`config.mk`:
```
export PLATFORM = sky130hd
export DESIGN_NAME = bram_arbiter
export DESIGN_NICKNAME = d
export VERILOG_FILES = /design/src/rtl/bram_arb_pkg.sv /design/src/rtl/bram_arbiter_rr_picker.sv /design/src/rtl/bram_arbiter.sv
export SDC_FILE = /design/constraint.sdc
export NUM_CORES = 1
export LEC_CHECK = 0
export CORE_AREA = 2 2 67 69
export DETAILED_ROUTE_END_ITERATION = 16
export DIE_AREA = 0 0 69 71
export HOLD_SLACK_MARGIN = 0.08
export PLACE_DENSITY = 0.88
export SYNTH_ARGS = -nofsm -noshare
export SYNTH_HDL_FRONTEND = slang
export SYNTH_HIERARCHICAL = 1
export SYNTH_SLANG_ARGS = --single-unit
```
`constraint.sdc`:
```
create_clock -name clk -period 2.9 [get_ports clk]
set_clock_uncertainty 0.15 [all_clocks]
set_input_delay 0.435 -clock clk [delete_from_list [all_inputs] [get_ports clk]]
set_output_delay 0.435 -clock clk [all_outputs]
set_load 0.005 [all_outputs]
```
`src/rtl/bram_arb_pkg.sv`:
```
// rtl/bram_arb_pkg.sv - shared types and helpers for the BRAM arbiter
package bram_arb_pkg;

   typedef enum logic {ARB, LOCKED} arb_state_t;

   localparam int MAX_REQ = 8;

   // The counter only has to count up to max_lock.
   function automatic int lock_cnt_width(input int max_lock);
      return $clog2(max_lock + 1);
   endfunction

endpackage

```
`src/rtl/bram_arbiter_rr_picker.sv`:
```
// rtl/bram_arbiter_rr_picker.sv - round-robin one-hot picker starting at ptr
module rr_picker
   import bram_arb_pkg::*;
#(
   parameter int N  = 2,
   parameter int PW = $clog2(N)
) (
   input  logic [N-1:0]  req,
   input  logic [PW-1:0] ptr,
   output logic [N-1:0]  gnt
);

   logic found;

   // Rotate by ptr, take the first set bit, map it back to its requester slot.
   always_comb begin
      gnt   = '0;
      found = 1'b0;
      for (int k = 0; k < N; k++) begin
         logic [PW-1:0] idx;
         idx = PW'((int'(ptr) + k) % N);
         if (!found && req[idx]) begin
            gnt[idx] = 1'b1;
            found    = 1'b1;
         end
      end
   end

endmodule

```
`src/rtl/bram_arbiter.sv`:
```
// rtl/bram_arbiter.sv - round-robin single-port BRAM arbiter with bounded lock
module bram_arbiter
   import bram_arb_pkg::*;
#(
   parameter int N_REQ        = 2,
   parameter int MEMORY_DEPTH = 4092,
   parameter int DATA_WIDTH   = 16,
   parameter int MAX_LOCK     = 16,
   localparam int ADDRESS_WIDTH = $clog2(MEMORY_DEPTH)
) (
   input  logic                           clk,
   input  logic                           rstN,
   input  logic [N_REQ-1:0]               req,
   input  logic [N_REQ-1:0]               wr_in,
   input  logic [N_REQ-1:0]               lock,
   input  logic [N_REQ*ADDRESS_WIDTH-1:0] addr_in,
   input  logic [N_REQ*DATA_WIDTH-1:0]    wdata_in,
   output logic [N_REQ-1:0]               gnt,
   output logic [N_REQ-1:0]               rvalid,
   output logic [DATA_WIDTH-1:0]          rdata,
   output logic                           bram_wr,
   output logic [ADDRESS_WIDTH-1:0]       bram_address,
   output logic [DATA_WIDTH-1:0]          bram_data,
   input  logic [DATA_WIDTH-1:0]          bram_q
);

   localparam int AW = ADDRESS_WIDTH;
   localparam int PW = $clog2(N_REQ);
   localparam int CW = lock_cnt_width(MAX_LOCK);

   arb_state_t     state, state_n;
   logic [PW-1:0]  rr_ptr, rr_ptr_n;
   logic [PW-1:0]  owner, owner_n;
   logic [CW-1:0]  lock_cnt, lock_cnt_n;
   logic [N_REQ-1:0] rvalid_r;

   logic [N_REQ-1:0] pick_req;
   logic [PW-1:0]    pick_ptr;
   logic [N_REQ-1:0] pick_gnt;
   logic [PW-1:0]    gidx;
   logic             any_gnt;

   function automatic logic [PW-1:0] next_ptr(input logic [PW-1:0] i);
      return PW'((int'(i) + 1) % N_REQ);
   endfunction

   // While locked, only the owner is visible to the picker.
   always_comb begin
      pick_req = req;
      pick_ptr = rr_ptr;
      if (state == LOCKED) begin
         pick_req = req & ({{(N_REQ-1){1'b0}}, 1'b1} << owner);
         pick_ptr = owner;
      end
   end

   rr_picker #(.N(N_REQ), .PW(PW)) u_picker (
      .req (pick_req),
      .ptr (pick_ptr),
      .gnt (pick_gnt)
   );

   // Grant is suppressed during reset; encode the winner index for the mux.
   always_comb begin
      gnt     = rstN ? pick_gnt : '0;
      any_gnt = |gnt;
      gidx    = '0;
      for (int i = 0; i < N_REQ; i++) begin
         if (gnt[i]) gidx = PW'(i);
      end
   end

   // Route the winner's access to the BRAM; idle bus when nobody is granted.
   always_comb begin
      bram_wr      = 1'b0;
      bram_address = '0;
      bram_data    = '0;
      if (any_gnt) begin
         bram_wr      = wr_in[gidx];
         bram_address = addr_in[int'(gidx)*AW +: AW];
         bram_data    = wdata_in[int'(gidx)*DATA_WIDTH +: DATA_WIDTH];
      end
   end

   // Arbitration FSM: pointer advance, lock entry, lock release and timeout.
   always_comb begin
      state_n    = state;
      rr_ptr_n   = rr_ptr;
      owner_n    = owner;
      lock_cnt_n = lock_cnt;
      case (state)
         ARB: begin
            if (any_gnt) begin
               rr_ptr_n = next_ptr(gidx);
               if (lock[gidx]) begin
                  state_n    = LOCKED;
                  owner_n    = gidx;
                  lock_cnt_n = CW'(1);
               end
            end
         end
         LOCKED: begin
            // The grant that brings the hold to MAX_LOCK cycles is the last one.
            if (!req[owner] || !lock[owner] || lock_cnt == CW'(MAX_LOCK - 1)) begin
               state_n    = ARB;
               rr_ptr_n   = next_ptr(owner);
               lock_cnt_n = '0;
            end else begin
               lock_cnt_n = lock_cnt + CW'(1);
            end
         end
         default: state_n = ARB;
      endcase
   end

   // State registers and the one-cycle read-return strobe.
   always_ff @(posedge clk) begin
      if (!rstN) begin
         state    <= ARB;
         rr_ptr   <= '0;
         owner    <= '0;
         lock_cnt <= '0;
         rvalid_r <= '0;
      end else begin
         state    <= state_n;
         rr_ptr   <= rr_ptr_n;
         owner    <= owner_n;
         lock_cnt <= lock_cnt_n;
         rvalid_r <= gnt & ~wr_in;
      end
   end

   // A read in flight when reset asserts is never reported.
   assign rvalid = rvalid_r & {N_REQ{rstN}};
   assign rdata  = bram_q;

endmodule

```
Routing congestion:
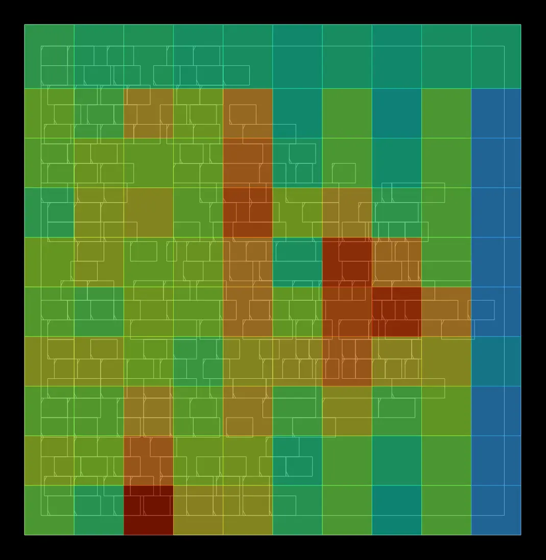
gr busiest metal: met2
GR Util met1: 14.7%

Wires at chosen ports, followed through buffers:
The bar under the picture is 20 µm long.
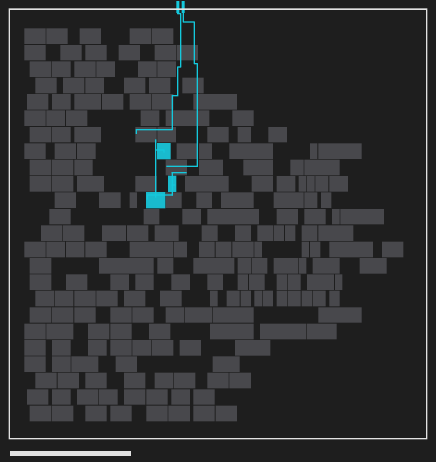
Cyan shows `wr_in`, bits 2, direction input, end cells 3, buffers 2, wire 83.7 µm.
number of port buffers: 96
IO Count: 129

Sequential cells grouped by signal name:
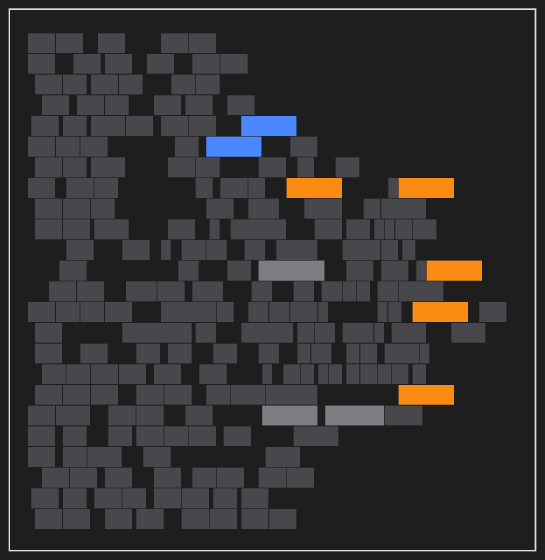
Blue shows `rvalid_r`, placed flops 2. Orange shows `lock_cnt`, placed flops 5, where right middle.
Another 3 sequential cells are not coloured.
Sequential Area: 205 µm²
final core utilization: 50.7%
Seq area share: 9.63%
Power Sequential: 0.158 mW

==> impl_metrics.tcl <==
# yosys + openroad results
set metrics [dict create \
    routed.top_layer "met4" \
    grt_pass1_vias 1350 \
    dp_hpwl_um 2990 \
    clk_pin_slew_ns 0.05 \
    grt_pass1_wl_um 5980 \
    crit_chain "inv_2, o21a_1, a21boi_2, and2_4, nor2_4, clkbuf_16, a22o_1, clkdlybuf4s50_1" \
    ys_warn_count 6 \
    drt_iter0_drc 55 \
    hold_ws_ns 0.323 \
    worst_pin_slew_ns 0.214 \
    cp_slowest_cell "clkdlybuf4s50_1" \
    reg2reg_depth 8 \
    ctsResizeCount 6 \
    crit_end "bram_data[13]" \
    finalCriticalPeriod_ns 2.83 \
    final_common_cell "clkdlybuf4s50_1" \
    final_cell_mix "88 x clkdlybuf4s50_1, 29 x a22o_1, 10 x buf_4" \
    antenna_found_initial 0 \
    status "finished clean" \
    num-multi-input-gates 80 \
    required_ns 2.32 \
    synth.most_common_cell "a22o_1" \
    crit_path_max_incr_delay_ns 0.50 \
    warnings 27 \
    crit_buf_inv 3 \
    drive_gt1_share_pct 16.3 \
    finalHoldViolations 0 \
    critical_path_arrival_ns 2.24 \
    fmax_mhz 354 \
    slew_viol_final 0 \
    sh_comb_area_pct 31.2 \
    top_cells_by_count "29 x a22o_1, 17 x buf_4, 10 x dfxtp_1, 6 x buf_2, 6 x nand2_1" \
    worstSkewPairLatency_ns 0.24 \
    synth_area_leader_cell "a22o_1" \
    dpl_cell_area_um2 1980 \
    async_flop_share_pct 0 \
    yosys-stat-area_um2 1040 \
    comb_area_um2 664 \
]
[through the flow]
| step | TNS, ns | worst slack (ns) | instances |
|---|---|---|---|
| after CTS | -0.693 | -0.0460 | 257 |
| final | 0 | 0.0742 | 261 |
| after detailed placement | -4.84 | -0.195 | 254 |
| after global routing | -0.00229 | -0.00229 | 261 |
| after floorplan | 0 | 0.467 | 122 |
| after global placement | -3.54 | -0.170 | 254 |
[power by group]
group | switching, mW | internal (mW)
Sequential | 0.0102 | 0.148
Combinational | 0.115 | 0.224
Clock | 0.0540 | 0.0909
Total | 0.179 | 0.462
[cells by family after synthesis]
group / synth area share, %
mux: 1.08
fa+ha+maj: 2.40
buf+inv: 20.5
simple gates: 16.3
compound gates: 39.7
xor+xnor: 0.839
flops: 19.2
Power and IR drop assume default switching activity.
